$ cat src/rtl/pipeline_ctrl_pkg.sv
// Shared CPU pipeline-control definitions: controller state encodings and stall-vector constants.
// Stall vector bit order: 0 pc, 1 if, 2 id, 3 ex, 4 mem, 5 wb.
package pipeline_ctrl_pkg;

    typedef enum logic [1:0] {
        ST_RUN     = 2'd0,
        ST_EX_WAIT = 2'd1,
        ST_FLUSH   = 2'd2
    } state_t;

    localparam logic [5:0] STALL_NONE = 6'b000000;
    localparam logic [5:0] STALL_ID   = 6'b000111;
    localparam logic [5:0] STALL_EX   = 6'b001111;

endpackage

$ cat src/rtl/pipeline_ctrl.sv
// Pipeline hazard controller: freezes stages for load-use / multi-cycle EX and redirects on branches.
// Latency: stall/flush/new_pc are combinational from state and requests (same-cycle effect).
// Backpressure: none accepted; ex_busy waits are bounded by TIMEOUT, flushes ignore all requests.
module pipeline_ctrl
    import pipeline_ctrl_pkg::*;
#(
    parameter int TIMEOUT      = 64,
    parameter int FLUSH_CYCLES = 1
) (
    input  logic        clk,
    input  logic        rst,
    input  logic        id_stall_req,
    input  logic        ex_busy_req,
    input  logic        ex_done,
    input  logic        br_flush_req,
    input  logic [31:0] br_target,
    output logic [5:0]  stall,
    output logic        flush,
    output logic [31:0] new_pc,
    output logic        timeout_err,
    output logic [31:0] stall_cnt
);

    localparam int WW = $clog2(TIMEOUT + 1);
    // wait_cnt holds (EX_WAIT cycles elapsed - 1); release on the cycle it would reach TIMEOUT-1
    localparam logic [WW-1:0] WAIT_LAST  = WW'((TIMEOUT >= 2) ? TIMEOUT - 2 : 0);
    localparam logic [3:0]    FLUSH_LOAD = 4'((FLUSH_CYCLES >= 2) ? FLUSH_CYCLES - 2 : 0);

    state_t        state;
    state_t        state_nxt;
    logic [WW-1:0] wait_cnt;
    logic [3:0]    flush_cnt;
    logic [31:0]   tgt;
    logic          timeout_fire;

    assign timeout_fire = (state == ST_EX_WAIT) && !ex_done && (wait_cnt >= WAIT_LAST);

    always_ff @(posedge clk or negedge rst) begin
        if (!rst) begin
            state <= ST_RUN;
        end else begin
            state <= state_nxt;
        end
    end

    always_comb begin
        state_nxt = state;
        case (state)
            ST_RUN: begin
                if (br_flush_req) begin
                    state_nxt = (FLUSH_CYCLES > 1) ? ST_FLUSH : ST_RUN;
                end else if (ex_busy_req) begin
                    state_nxt = ST_EX_WAIT;
                end
            end
            ST_EX_WAIT: begin
                if (ex_done || timeout_fire) begin
                    state_nxt = ST_RUN;
                end
            end
            ST_FLUSH: begin
                if (flush_cnt == 4'd0) begin
                    state_nxt = ST_RUN;
                end
            end
            default: state_nxt = ST_RUN;
        endcase
    end

    // Outputs are gated by reset so nothing leaks out while rst is low, whatever the requests.
    always_comb begin
        stall  = STALL_NONE;
        flush  = 1'b0;
        new_pc = 32'd0;
        if (rst) begin
            case (state)
                ST_RUN: begin
                    if (br_flush_req) begin
                        flush  = 1'b1;
                        new_pc = br_target;
                    end else if (ex_busy_req) begin
                        stall = STALL_EX;
                    end else if (id_stall_req) begin
                        stall = STALL_ID;
                    end
                end
                ST_EX_WAIT: begin
                    if (!ex_done && !timeout_fire) begin
                        stall = STALL_EX;
                    end
                end
                ST_FLUSH: begin
                    flush  = 1'b1;
                    new_pc = tgt;
                end
                default: stall = STALL_NONE;
            endcase
        end
    end

    always_ff @(posedge clk or negedge rst) begin
        if (!rst) begin
            wait_cnt    <= '0;
            flush_cnt   <= 4'd0;
            tgt         <= 32'd0;
            timeout_err <= 1'b0;
            stall_cnt   <= 32'd0;
        end else begin
            if (state == ST_RUN && br_flush_req) begin
                tgt       <= br_target;
                flush_cnt <= FLUSH_LOAD;
            end else if (state == ST_FLUSH && flush_cnt != 4'd0) begin
                flush_cnt <= flush_cnt - 4'd1;
            end

            if (state == ST_RUN && !br_flush_req && ex_busy_req) begin
                wait_cnt <= '0;
            end else if (state == ST_EX_WAIT) begin
                wait_cnt <= wait_cnt + 1'b1;
            end

            if (timeout_fire) begin
                timeout_err <= 1'b1;
            end

            if (stall[0] && stall_cnt != 32'hFFFF_FFFF) begin
                stall_cnt <= stall_cnt + 32'd1;
            end
        end
    end

endmodule

$ cat config.mk
export PLATFORM = sky130hd
export DESIGN_NAME = pipeline_ctrl
export DESIGN_NICKNAME = d
export VERILOG_FILES = /design/src/rtl/pipeline_ctrl_pkg.sv /design/src/rtl/pipeline_ctrl.sv
export SDC_FILE = /design/constraint.sdc
export NUM_CORES = 1
export LEC_CHECK = 0
export CORE_MARGIN = 4
export CORE_UTILIZATION = 41
export CTS_CLUSTER_DIAMETER = 150
export CTS_CLUSTER_SIZE = 12
export DETAILED_ROUTE_END_ITERATION = 10
export MAX_ROUTING_LAYER = met4
export PLACE_DENSITY = 0.85
export SYNTH_ARGS = -nofsm -noshare
export SYNTH_HDL_FRONTEND = slang
export SYNTH_SLANG_ARGS = --single-unit
$ cat constraint.sdc
create_clock -name clk -period 2.5 [get_ports clk]
set_input_delay 0.375 -clock clk [delete_from_list [all_inputs] [get_ports clk]]
set_output_delay 0.375 -clock clk [all_outputs]
set_load 0.02 [all_outputs]
Fig. 1: run 1, cells by drive strength
The bar under the picture is 20 µm long.
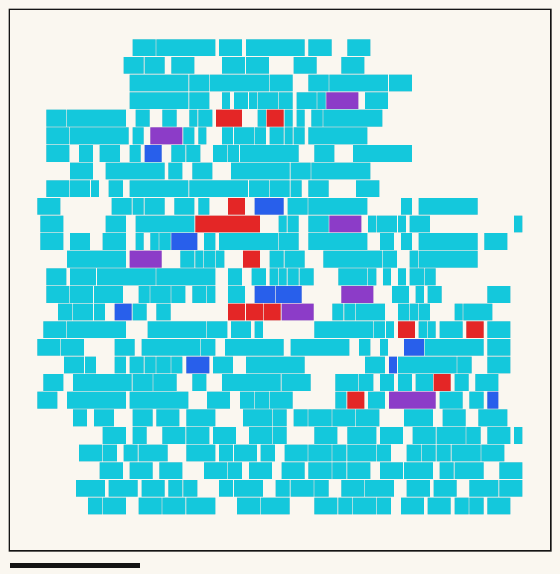
_2 cells: shown in blue, cells 10, share 2.8%. _3 and _4 cells: shown in red, cells 12, share 3.4%. _0 and _1 cells: shown in cyan, cells 326, share 92%. _6 and larger: shown in purple, cells 7, share 2.0%.
Setup WS post-layout: 0.107 ns
Signal buffers: 118
Final Cell Area: 3650 µm²
Layout area overhead: 56.8%

Fig. 2: run 1, clock distribution
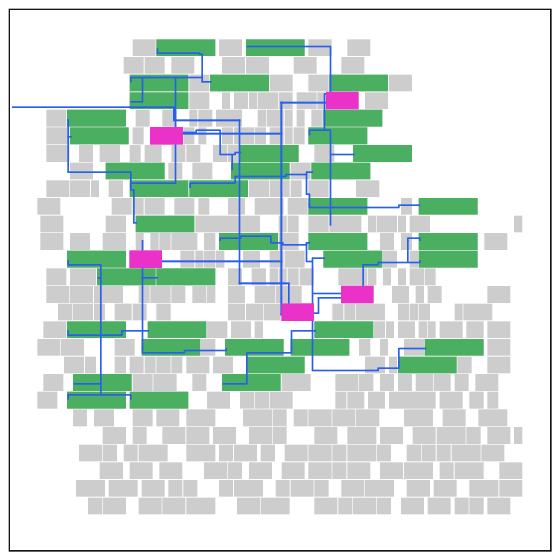
flip-flops: shown in green, count 41. clock drivers: shown in magenta, count 5. clock wires: shown in blue, length 567 µm.
There are 6 routed clock nets.

Fig. 3: run 1, cell outlines without signal wires
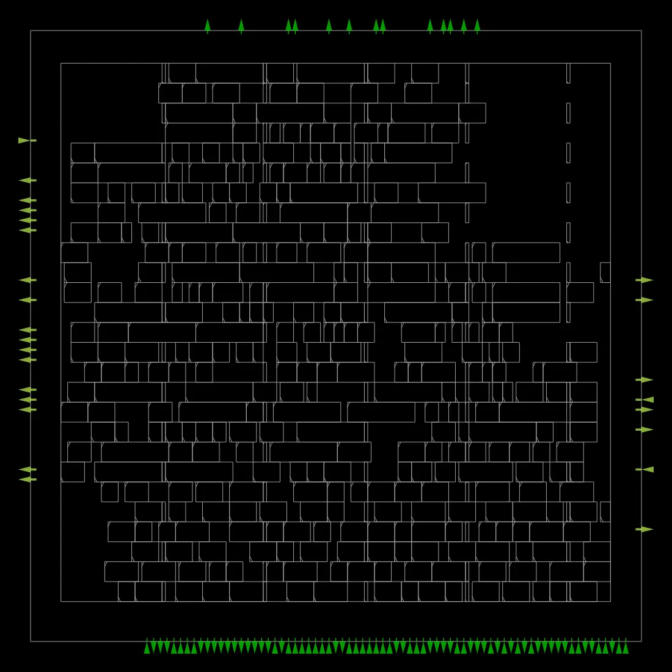
core box area: 5510 µm²
Core Util, Final: 66.3%
sequential cell area share: 28.1%
row cnt: 27
Fillers: 438

==> run 1: how the worst max path moves through the flow <==
stage	from	end	slack, ns	cells past startpoint
finish	state[0]$_DFFE_PN0P_	new_pc[4]	0.11	5
detailed placement	ex_done	stall[2]	0.007	5
CTS	state[0]$_DFFE_PN0P_	new_pc[31]	0.02	5
global placement	ex_done	stall[0]	0.02	5
global route	wait_cnt[0]$_DFFE_PN0P_	stall[3]	0.02	8
floorplan	wait_cnt[0]$_DFFE_PN0P_	stall[1]	0.21	7
==> run 1: through the flow <==
stage | setup slack (ns) | instance area (µm²) | util [%] | hold slack [ns] | total power (µW)
after global routing | 0.0171 | 3650 | 66.3 | 0.0974 | 1830
after floorplan | 0.214 | 2330 | - | 0.0794 | 1040
after CTS | 0.0210 | 3600 | 65.3 | 0.0900 | 1750
after detailed placement | 0.00687 | 3520 | 63.8 | 0.409 | 1310
final | 0.107 | 3650 | 66.3 | 0.0877 | 1740
after global placement | 0.0196 | 3520 | 63.8 | 0.408 | 1300
==> run 1: layout make-up <==
| type | count | area [µm²] | area share, % |
|---|---|---|---|
| Clock buffer | 7 | 86.3 | 2.37 |
| Inverter | 6 | 22.5 | 0.617 |
| Multi-Input combinational cell | 183 | 1220 | 33.3 |
| Sequential cell | 41 | 1030 | 28.1 |
| Tap cell | 72 | 90.1 | 2.47 |
| Timing Repair Buffer | 118 | 1210 | 33.1 |
==> run 1: flip-flops by register name (all words and copies together), names as in the netlist <==
register     flops
wait_cnt         7
stall_cnt       32
state            1
timeout_err      1
==> run 1: worst reg2reg max path, delay by kind of cell (launching register included) <==
kind          cells  cell delay [ns]
simple gates      4             1.35
flops             1             0.45
mux               1             0.29
==> results_dict.tcl, run 1 <==
# place-and-route summary
set metrics [dict create \
    worstPathRequired_ns 2.12 \
    cpMaxStageDelayCell "clkdlybuf4s50_1" \
    wl_met1_um 2930 \
    p_clk_uw 450 \
    cts_root_buffer "clkbuf_8" \
    fmax_mhz 418 \
    routabilityCongestion 0.865 \
    status "complete, no violations" \
    rrSetupSlack_ns 0.29 \
    drive_above_1_share_pct 8.17 \
    r2r-end "stall_cnt[31]$_DFFE_PN0P_" \
    power_leader "sequential cells" \
    vdd_drop_max_mv 0.452 \
    dr.pass1.iters 4 \
    vias_per_cell 4.94 \
    final_cells 427 \
    cts_tree "built" \
    yosys.area_share.aoi_pct 5.27 \
    ys_seq_elements 41 \
    nets 396 \
    p_switching_uw 549 \
    ys.flop_type "dfrtp_1" \
    synth_area_um2 2330 \
    pwr-share-comb_pct 27.1 \
    worst_pin_slew_ns 0.494 \
    synth.yosys.num_cells 240 \
    grt_pass1_wl_um 10600 \
    pg_comb_uw 473 \
    netlist_instances 240 \
    topCellsByArea "dfrtp_1, xnor2_1, and2_1, nand4_1, nand3_1" \
    ys_sh_adder_pct 1.61 \
    yosys_warnings 0 \
    grt_use_met2_pct 31.5 \
    use_met3_pct 4.76 \
    p_clk_share_pct 25.8 \
    warnings 27 \
    io_pins 110 \
    antenna_found_initial 0 \
    cp.arrival_ns 2.02 \
    grt-ovfl-total 0 \
    intPower_uw 1200 \
    chipWidth_um 83.3 \
    yosysUniqueCellTypes 40 \
    drc 0 \
    die_h_um 83.3 \
    cts_hold_buf 0 \
    rr_worst_depth 5 \
    top_layer "met4" \
    r2r_start "stall_cnt[12]$_DFFE_PN0P_" \
    antennaDiodeCount 0 \
    route.met3.wl_um 226 \
    io_buffers 107 \
    synth_seq_share_pct 44.1 \
    wire_per_inst_um 15.3 \
    fin_crit_ns 2.39 \
    ys_sh_simple_pct 31.9 \
    maxCapViolCount 0 \
    cts_made_buffers 5 \
    syn_area_per_cell_um2 9.70 \
    dp_hpwl_um 4990 \
    wl_um 6540 \
    drtAntennaViolNets 0 \
    synth.top_cells.by_count "dfrtp_1, and2_1, xnor2_1" \
    most-common-layout-cells "clkdlybuf4s50_1, dfrtp_1, and2_1, xnor2_1, dlymetal6s2s_1" \
    top_cell "dfrtp_1" \
    grt_pass1_vias 2110 \
    synth_top_cell_by_area "dfrtp_1" \
    power_density_nw_per_um2 478 \
    cp_max_fo 33 \
    vias 2111 \
    met1_usage_pct 24.6 \
    hold_viol_final 0 \
    fp-utilization_pct 42.3 \
    top_usage_layer "met2" \
    pg_seq_uw 822 \
    synth-edff-count 0 \
    topCombFamilyByArea "simple AND/OR/NAND/NOR gates" \
    cp_slowest_stage_delay_ns 0.61 \
]
Fig. 4: run 1, routed metal per tile
The bar under the picture is 20 µm long. The die is cut into 17 by 17 equal tiles; dark purple is low, yellow is high, scaled to the fullest tile. Values are wire area over tile area, all layers added.
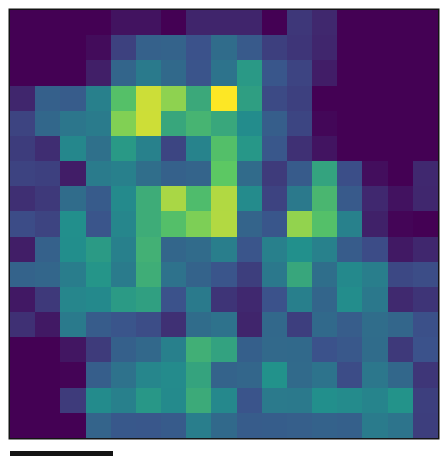

==> run 2, diff against run 1 <==
--- a/config.mk
+++ b/config.mk
@@ -5,10 +5,11 @@
 export SDC_FILE = /design/constraint.sdc
 export NUM_CORES = 1
 export LEC_CHECK = 0
+export CORE_ASPECT_RATIO = 1.2
 export CORE_MARGIN = 4
 export CORE_UTILIZATION = 41
 export CTS_CLUSTER_DIAMETER = 150
-export CTS_CLUSTER_SIZE = 12
+export CTS_CLUSTER_SIZE = 30
 export DETAILED_ROUTE_END_ITERATION = 10
 export MAX_ROUTING_LAYER = met4
 export PLACE_DENSITY = 0.85
Fig. 5: run 2, routed metal per tile
The bar under the picture is 20 µm long. The die is cut into 15 by 18 equal tiles; dark purple is low, yellow is high, scaled to the fullest tile. Values are wire area over tile area, all layers added.
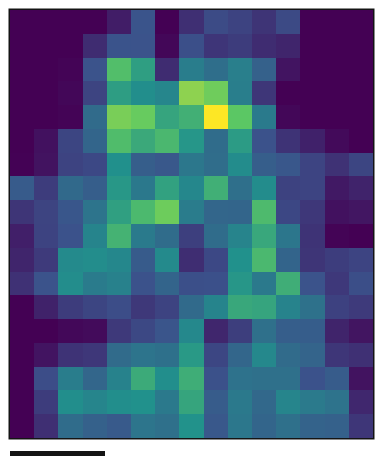
13% of the tiles are over half the peak. The emptiest ninth of the die: north-east. The densest ninth of the die: north. The mean over all tiles is 0.15. The fullest tile reaches 0.54.
routed wire length: 6830 µm
via count: 2153
mean routed wirelength per cell: 16.3 µm

Fig. 6: run 2, clock distribution
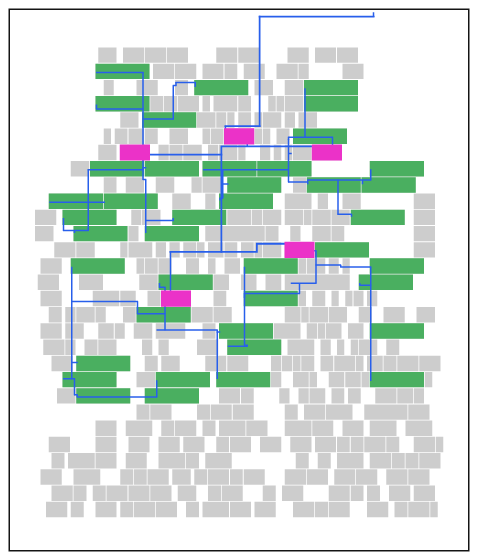
clock drivers: shown in magenta, count 5. clock wires: shown in blue, length 463 µm. flip-flops: shown in green, count 41.
There are 6 routed clock nets.
clock skew: 0.00568 ns
P_clk: 546 µW
clock network power share: 29.7%
Latency at later pin: 0.29 ns

==> run 2 against run 1 <==
  * First-iteration DRC count rose by 17%
  * Largest power group unchanged
  * Critical path depth did not move
  * Total power rose by 5.4%
  * Hold slack got worse by 0.026 ns
  * Largest cell class unchanged
  * Cell area rose by 0.14%
==> results_dict.tcl, run 2 <==
# place-and-route summary
set metrics [dict create \
    coreArea_um2 5410 \
    rrSetupSlack_ns 0.27 \
    whs_ns 0.0620 \
    area_delta_synth_final_pct 57.0 \
    met1_usage_pct 26.4 \
    power_density_nw_per_um2 503 \
    cts_root_buffer "clkbuf_8" \
    synth-edff-count 0 \
    die_h_um 90.5 \
    synth_seq_share_pct 44.1 \
    fp-utilization_pct 43.0 \
    hold_viol_final 0 \
    final_cells 419 \
    top_register "stall_cnt" \
    worst_pin_slew_ns 0.496 \
    drive_above_1_share_pct 8.96 \
    yosys.area_share.aoi_pct 5.27 \
    placed_area_um2 3510 \
    design_power_total_uw 1840 \
    synth_area_um2 2330 \
    row_count 29 \
    antenna_found_initial 0 \
    worstPathRequired_ns 2.12 \
    status "complete, no violations" \
    dr.pass1.iters 5 \
    finish.instance_area_um2 3650 \
    largest_register_ffs 32 \
    worstSetupEndpoint "new_pc[26]" \
    vdd_drop_max_mv 0.418 \
    cp_max_fo 33 \
    warnings 27 \
    yosysUniqueCellTypes 40 \
    dp_slack_ns -0.0706 \
    nets 397 \
    yosys_warnings 0 \
    fin_crit_ns 2.41 \
    ys_seq_elements 41 \
    ys_sh_simple_pct 31.9 \
    chipWidth_um 76.8 \
    io_buffers 107 \
    cts_tree "built" \
    rr_worst_depth 6 \
    drc 0 \
    grt-ovfl-total 0 \
    maxCapViolCount 0 \
    cp.arrival_ns 2.04 \
    syn_area_per_cell_um2 9.70 \
    antennaDiodeCount 0 \
    synth_top_cell_by_area "dfrtp_1" \
    drtAntennaViolNets 0 \
    io_pins 110 \
    synth.top_cells.by_count "dfrtp_1, and2_1, xnor2_1" \
]
Fig. 7: run 2, cells by drive strength
The bar under the picture is 20 µm long.
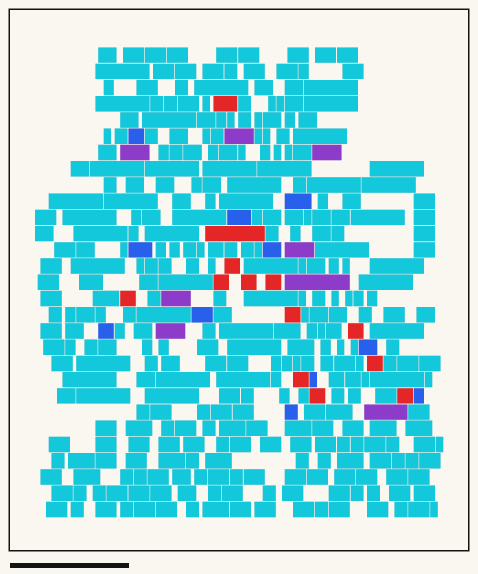
_0 and _1 cells: shown in cyan, cells 325, share 91%. _3 and _4 cells: shown in red, cells 13, share 3.6%. _2 cells: shown in blue, cells 11, share 3.1%. _6 and larger: shown in purple, cells 8, share 2.2%.

[run 2: cell count changes in the layout (fill, tap and decap cells not counted), sizes merged]
cell           change
buf                +1
bufinv             +1
clkdlybuf4s15      -1
clkdlybuf4s50     +10
dlymetal6s2s       -9
[run 2: report_power, final]
group	leakage, µW	switching, µW	total [µW]	internal, µW
Combinational	0.00106	223	475	252
Sequential	0.000554	89.9	817	728
Clock	0.0000585	221	546	325
Total	0.00167	533	1840	1310
[run 2: area by class of cell]
type	count	area (µm²)	area share, %
Tap cell	62	77.6	2.12
Multi-Input combinational cell	183	1220	33.3
Clock inverter	1	30.0	0.822
Timing Repair Buffer	119	1190	32.7
Sequential cell	41	1030	28.1
Inverter	6	22.5	0.616
Clock buffer	7	86.3	2.36
[run 2: worst min-delay path by stage]
stage	endpoint	slack, ns	depth (start not counted)
after floorplan	stall_cnt[0]$_DFFE_PN0P_	0.08	0
after global placement	wait_cnt[0]$_DFFE_PN0P_	0.37	2
after detailed placement	wait_cnt[0]$_DFFE_PN0P_	0.37	2
after CTS	wait_cnt[1]$_DFFE_PN0P_	0.05	2
after global routing	stall_cnt[2]$_DFFE_PN0P_	0.08	2
final	stall_cnt[10]$_DFFE_PN0P_	0.06	2
[run 2: what timing repair did]
item | 4_1_cts | 5_1_grt
gates resized | 5 | 13
pin swaps | 0 | 0
endpoints found under the setup margin | 4 | 32
[run 2: routing by layer]
metal,up-vias,routed length (µm)
met5,-,0
met4,0,46
met3,6,192
met2,49,3590
met1,1039,3000
li1,1059,-
[run 2: critical path: stages (launching register included)]
cell and delay [ns]:
dfrtp_1 0.47, inv_2 0.13, and3_1 0.21, buf_12 0.17, and2_1 0.14, clkdlybuf4s50_1 0.61
Fig. 8: run 2, sequential cells colored by netlist name
Other sequential cells in the stronger gray, the rest of the logic in the fainter gray.
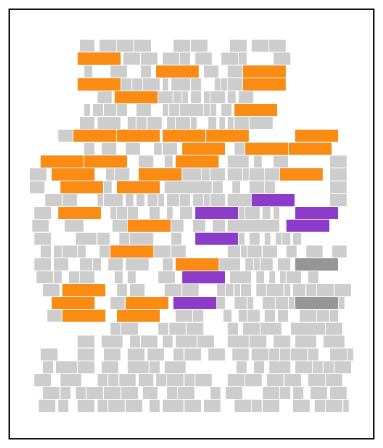

==> run 3, diff against run 2 <==
--- a/config.mk
+++ b/config.mk
@@ -5,13 +5,11 @@
 export SDC_FILE = /design/constraint.sdc
 export NUM_CORES = 1
 export LEC_CHECK = 0
-export CORE_ASPECT_RATIO = 1.2
 export CORE_MARGIN = 4
 export CORE_UTILIZATION = 41
 export CTS_CLUSTER_DIAMETER = 150
 export CTS_CLUSTER_SIZE = 30
 export DETAILED_ROUTE_END_ITERATION = 10
-export MAX_ROUTING_LAYER = met4
 export PLACE_DENSITY = 0.85
 export SYNTH_ARGS = -nofsm -noshare
 export SYNTH_HDL_FRONTEND = slang
Fig. 9: run 3, sequential cells colored by netlist name
Other sequential cells in the stronger gray, the rest of the logic in the fainter gray.
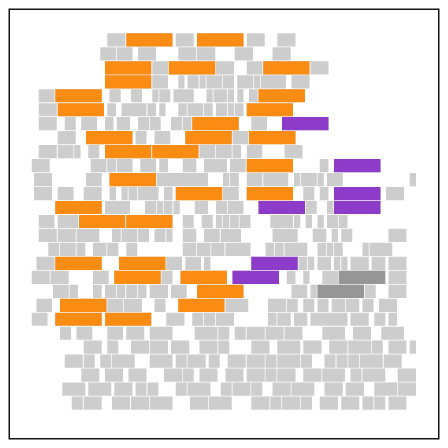
stall_cnt: shown in orange, placed flops 32. wait_cnt: shown in purple, placed flops 7.
Another 2 sequential cells are not colored.
seq pwr: 821 µW
register area: 1030 µm²

Fig. 10: run 3, cell outlines without signal wires
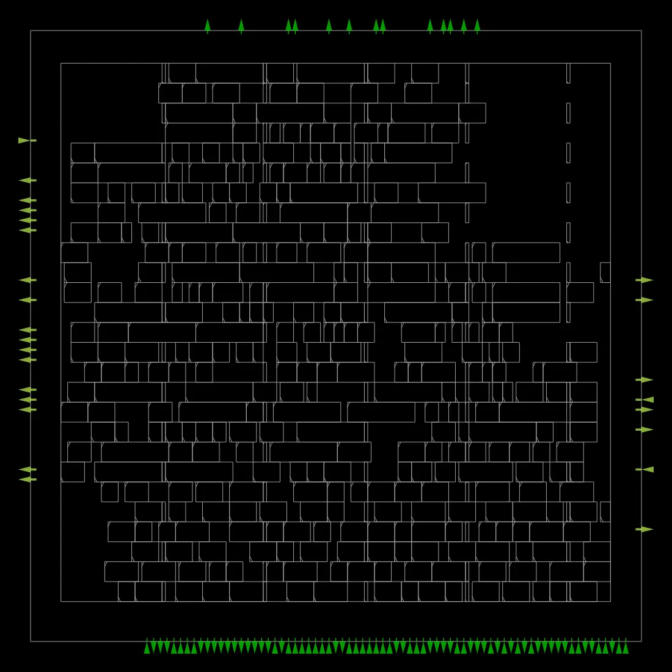
Layout Cells excl Fill: 427
Flops: 41
tap cells: 72

==> run 3 against run 2 <==
  * Die size is essentially flat
  * Hold slack gained 0.027 ns
  * Maximum frequency grew 0.86%
  * Clock skew shrank 0.0017 ns
  * Routed wire length shrank 5.3%
  * Cell area shrank 0.14%
  * Combinational power is essentially flat
  * Core utilization shrank 1.3 points
  * Sequential cell count is the same
  * Clock power shrank 18%
  * Critical path depth is the same
  * Count of clock-buffer cells in the layout is the same
  * Critical endpoint is now new_pc[4]
  * Highest routed layer unchanged
==> results_dict.tcl, run 3 <==
# place-and-route summary
set metrics [dict create \
    die_h_um 83.3 \
    cp_max_fo 33 \
    rrSetupSlack_ns 0.27 \
    io_buffers 107 \
    synth_seq_share_pct 44.1 \
    crit_buf_inv 3 \
    fin_crit_ns 2.39 \
    switching_share_pct 31.3 \
    top_register "stall_cnt" \
    vdd_drop_max_mv 0.445 \
    vias 2100 \
    status "complete, no violations" \
    p_switching_uw 544 \
    io_pins 110 \
    wl_met1_um 2860 \
    yosys_warnings 0 \
    fp-utilization_pct 42.3 \
    yosysUniqueCellTypes 40 \
    row_count 27 \
    drtAntennaViolNets 0 \
    synth.top_cells.by_count "dfrtp_1, and2_1, xnor2_1" \
    hold_viol_final 0 \
    wire_per_inst_um 15.2 \
    worst_pin_slew_ns 0.503 \
    path_cells "inv_2 > and3_1 > buf_12 > and2_1 > clkdlybuf4s50_1" \
    drive_above_1_share_pct 8.17 \
    synth-edff-count 0 \
    cts_tree "built" \
    warnings 27 \
    area_delta_synth_final_pct 56.8 \
    clk_latency_ns 0.30 \
    intPower_uw 1200 \
    wl_met2_um 3280 \
    dr.pass1.iters 5 \
    antenna_found_initial 0 \
    top_layer "met4" \
    maxCapViolCount 0 \
    worstPathRequired_ns 2.12 \
    cts_root_buffer "clkbuf_8" \
    met1_usage_pct 24.3 \
    cp.depth 5 \
    synth_area_um2 2330 \
    layout.area.comb_um2 1220 \
    worstSetupEndpoint "new_pc[4]" \
    cp_slowest_stage_delay_ns 0.61 \
    cp.arrival_ns 2.02 \
    power_density_nw_per_um2 477 \
    coreArea_um2 5510 \
    whs_ns 0.0891 \
    grt-ovfl-total 0 \
    syn_area_per_cell_um2 9.70 \
    p_seq_share_pct 47.2 \
]
Fig. 11: run 3, clock distribution
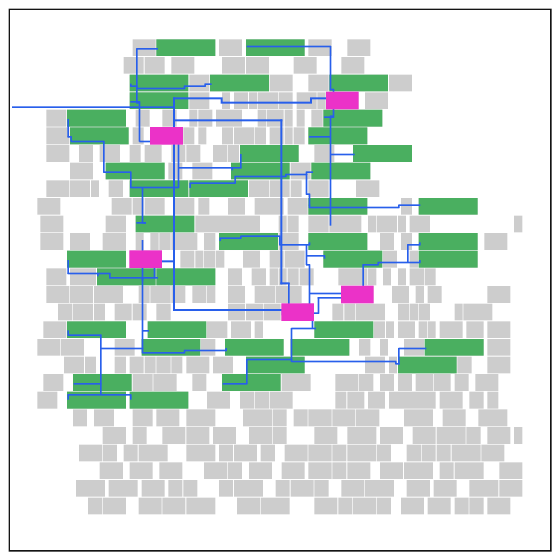
flip-flops: shown in green, count 41. clock wires: shown in blue, length 558 µm. clock drivers: shown in magenta, count 5.
There are 6 routed clock nets.
clock skew: 0.00396 ns
clock network power share: 25.6%

## run 3: cell counts after synthesis
No cell type changed its count.
## run 3: final cells by class
type,instances,share of cell area (%)
clock buffers,7,2.37
inverters,6,0.617
multi-input cells,183,33.3
flip-flops and latches,41,28.1
well taps,72,2.47
repair buffers,118,33.1
## run 3: worst register-to-register path: cells and delay by family (launching register included)
| family | cells | cell delay (ns) |
|---|---|---|
| DFF | 1 | 0.46 |
| and+or+nand+nor | 4 | 1.36 |
| muxes | 1 | 0.29 |
## run 3: metrics by stage
| step | total power (µW) | instance area [µm²] | setup slack [ns] |
|---|---|---|---|
| 6_report | 1740 | 3650 | 0.110 |
| 5_1_grt | 1830 | 3650 | 0.0172 |
| 4_1_cts | 1750 | 3600 | 0.0210 |
| 3_5_place_dp | 1310 | 3520 | 0.00687 |
| 3_3_place_gp | 1300 | 3520 | 0.0196 |
| 2_1_floorplan | 1040 | 2330 | 0.214 |
## run 3: what timing repair did
item                                    CTS  global route
resized                                   5            23
endpoints found under the setup margin    5            32
endpoints found under the hold margin     0             0
setup buffers                             0             0
## run 3: cell families after synthesis
| group | Yosys count | share of synthesized area, % |
|---|---|---|
| AOI/OAI and AO/OA | 17 | 5.27 |
| muxes | 3 | 1.45 |
| buffers and inverters | 17 | 3.82 |
| other | 1 | 0.161 |
| DFF | 41 | 44.1 |
| and+or+nand+nor | 127 | 31.9 |
| adders and majority gates | 3 | 1.61 |
| xor gates and xnor gates | 31 | 11.7 |
## run 3: power by group through the flow
stage          sequential, µW  combinational (µW)  clock [µW]
2_1_floorplan             860                 185           0
3_3_place_gp              825                 471           0
3_5_place_dp              831                 479           0
4_1_cts                   820                 480         450
5_1_grt                   833                 515         482
6_report                  821                 473         446
Power figures rest on the tool's default switching activity, not on a simulated workload.
